Figure 1. Clock distribution.
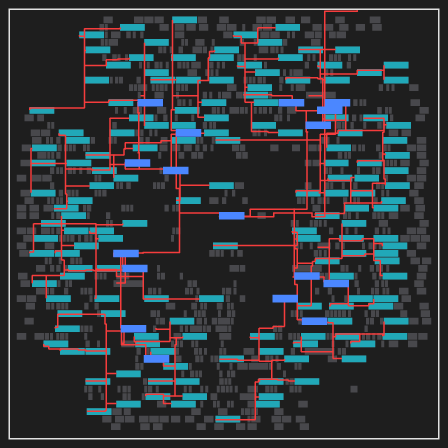
Figure 2. Drive-strength map.
The bar under the picture is 50 um long.
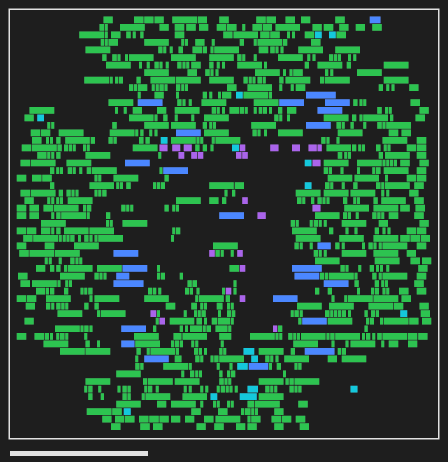
Figure 3. Sequential cells grouped by signal name.
The bar under the picture is 50 um long.
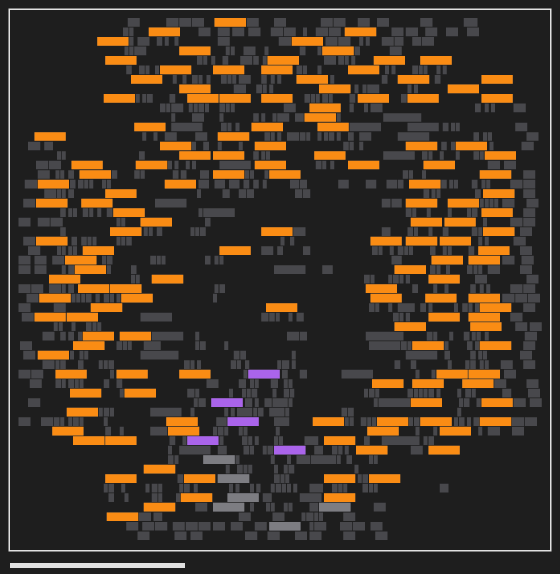
Design stream_vec_packer, sky130hd; sources not shown.
==> tab_implementation.tex <==
% Yosys + OpenROAD metrics
\begin{tabular}{lr}
\hline
Metric & Value \\
\hline
\multicolumn{2}{l}{\textbf{Route}} \\
Per-cell routed wire length & 17.33 um \\
Met2 Routed Length & 9918 um \\
\multicolumn{2}{l}{\textbf{Place}} \\
Number of placed instances with taps included & 1173 \\
\multicolumn{2}{l}{\textbf{Final timing}} \\
Slew @ Worst Pin & 0.8656 ns \\
Final critical delay including setup and external delays & 2.619 ns \\
Portion of the clock cycle consumed by the worst path in the final layout & 81.85\% \\
\multicolumn{2}{l}{\textbf{Clock network}} \\
Number of buffers inserted during clock tree synthesis & 17 \\
Number of post-CTS setup repair buffers & 0 \\
\multicolumn{2}{l}{\textbf{Floorplan}} \\
Core Util at FP & 29.29\% \\
Boundary pin count & 164 \\
Vertical die size & 154.5 um \\
\multicolumn{2}{l}{\textbf{Pwr}} \\
Pleak & 4.497 nW \\
Overall power after layout & 5.611 mW \\
\multicolumn{2}{l}{\textbf{Status}} \\
Result of the run & finished, final reports clean \\
\multicolumn{2}{l}{\textbf{Yosys}} \\
Main area contributors after synthesis & sky130\_fd\_sc\_hd\_\_dfrtp\_1 (59\%), sky130\_fd\_sc\_hd\_\_nand2\_1 (19\%), sky130\_fd\_sc\_hd\_\_nand3\_1 (10\%) \\
Number of distinct library cells after synthesis & 22 \\
Syn. warnings & 0 \\
\multicolumn{2}{l}{\textbf{Setup path}} \\
Kind of start point of the critical path & primary input \\
Worst path arrival time & 2.14 ns \\
Slack of the worst reg-to-reg path & 1.31 ns \\
\multicolumn{2}{l}{\textbf{Final layout}} \\
Max reg flops & 144 \\
\multicolumn{2}{l}{\textbf{GRT}} \\
Via count of the first global-routing pass & 5476 \\
\hline
\end{tabular}
Back to the opening pictures, Figure 1:
blue -> clock-net drivers  # count 17
red -> clock wires  # length 2220 um
cyan -> flip-flops  # count 155
routed clock nets = 18
flops lie = widely spread
relative contribution of the clock network to total power: 38.7%
clk_lat worst skew: 0.42 ns
clock tree skew after final layout: 0.007369 ns
Clk power: 2.17 mW

Back to the opening pictures, Figure 2:
purple -> x2  # cells 25, share 2.7%, most used nor2_2
cyan -> x3 and x4  # cells 17, share 1.8%, most used buf_4
blue -> x6 and larger  # cells 26, share 2.8%, most used clkbuf_16
green -> x1 and smaller  # cells 852, share 93%, most used nand2_1
post-layout worst setup margin: 0.5809 ns
synthesis-to-layout area growth: 38.22%
number of buffers outside the clock class in the layout: 177

Back to the opening pictures, Figure 3:
orange -> out_data  # sequential cells 144, where widely spread
purple -> idx_q  # sequential cells 5, where bottom middle
Reg area: 3879 um^2
power dissipated in sequential cells: 2.29 mW
fraction of area in registers: 42.71%
Final Core Density: 40.48%

==> routing by layer <==
metal  up-vias  GRT usage [%]
met5         -              0
met2       163          28.36
li1       2736              -
met1      2762          24.43
met3        26          3.306
met4         0          6.217
==> worst max-delay path, stage by stage <==
cell	delay [ns]
sky130_fd_sc_hd__dlygate4sd3_1	0.54
sky130_fd_sc_hd__buf_6	0.34
sky130_fd_sc_hd__nand2_1	0.10
sky130_fd_sc_hd__inv_1	0.06
sky130_fd_sc_hd__clkdlybuf4s50_1	0.59
==> synthesized netlist by cell type, drive strengths merged <==
cell type and number:
nand3 134, o21ai 41, clkbuf 18, inv 19, xnor2 1, nor2 21, nand3b 1, ha 4
nand2 330, buf 21, dfrtp 155, o211ai 1, nand4 5
==> cell families after synthesis <==
group	after synthesis	share of synthesized area (%)
simple gates	491	31.92
buf+inv	58	4.399
compound gates	42	3.752
flops	155	59.04
fa+ha+maj	4	0.7618
xor+xnor	1	0.1333
==> area by class of cell <==
type | count | share of cell area (%)
clock buffers | 24 | 5.304
inverters | 19 | 0.7853
repair buffers | 177 | 19.30
clock inverters | 7 | 1.516
flip-flops and latches | 155 | 42.71
well taps | 285 | 3.927
multi-input cells | 538 | 26.45
==> power by group through the flow <==
stage / registers, mW / logic [mW] / clock network [mW]
floorplan: 2.53 / 0.323 / 0
global placement: 2.32 / 1.16 / 0
detailed placement: 2.32 / 1.17 / 0
CTS: 2.29 / 1.17 / 2.22
global route: 2.31 / 1.25 / 2.30
finish: 2.29 / 1.15 / 2.17
Power is estimated from default activity; no workload was simulated.
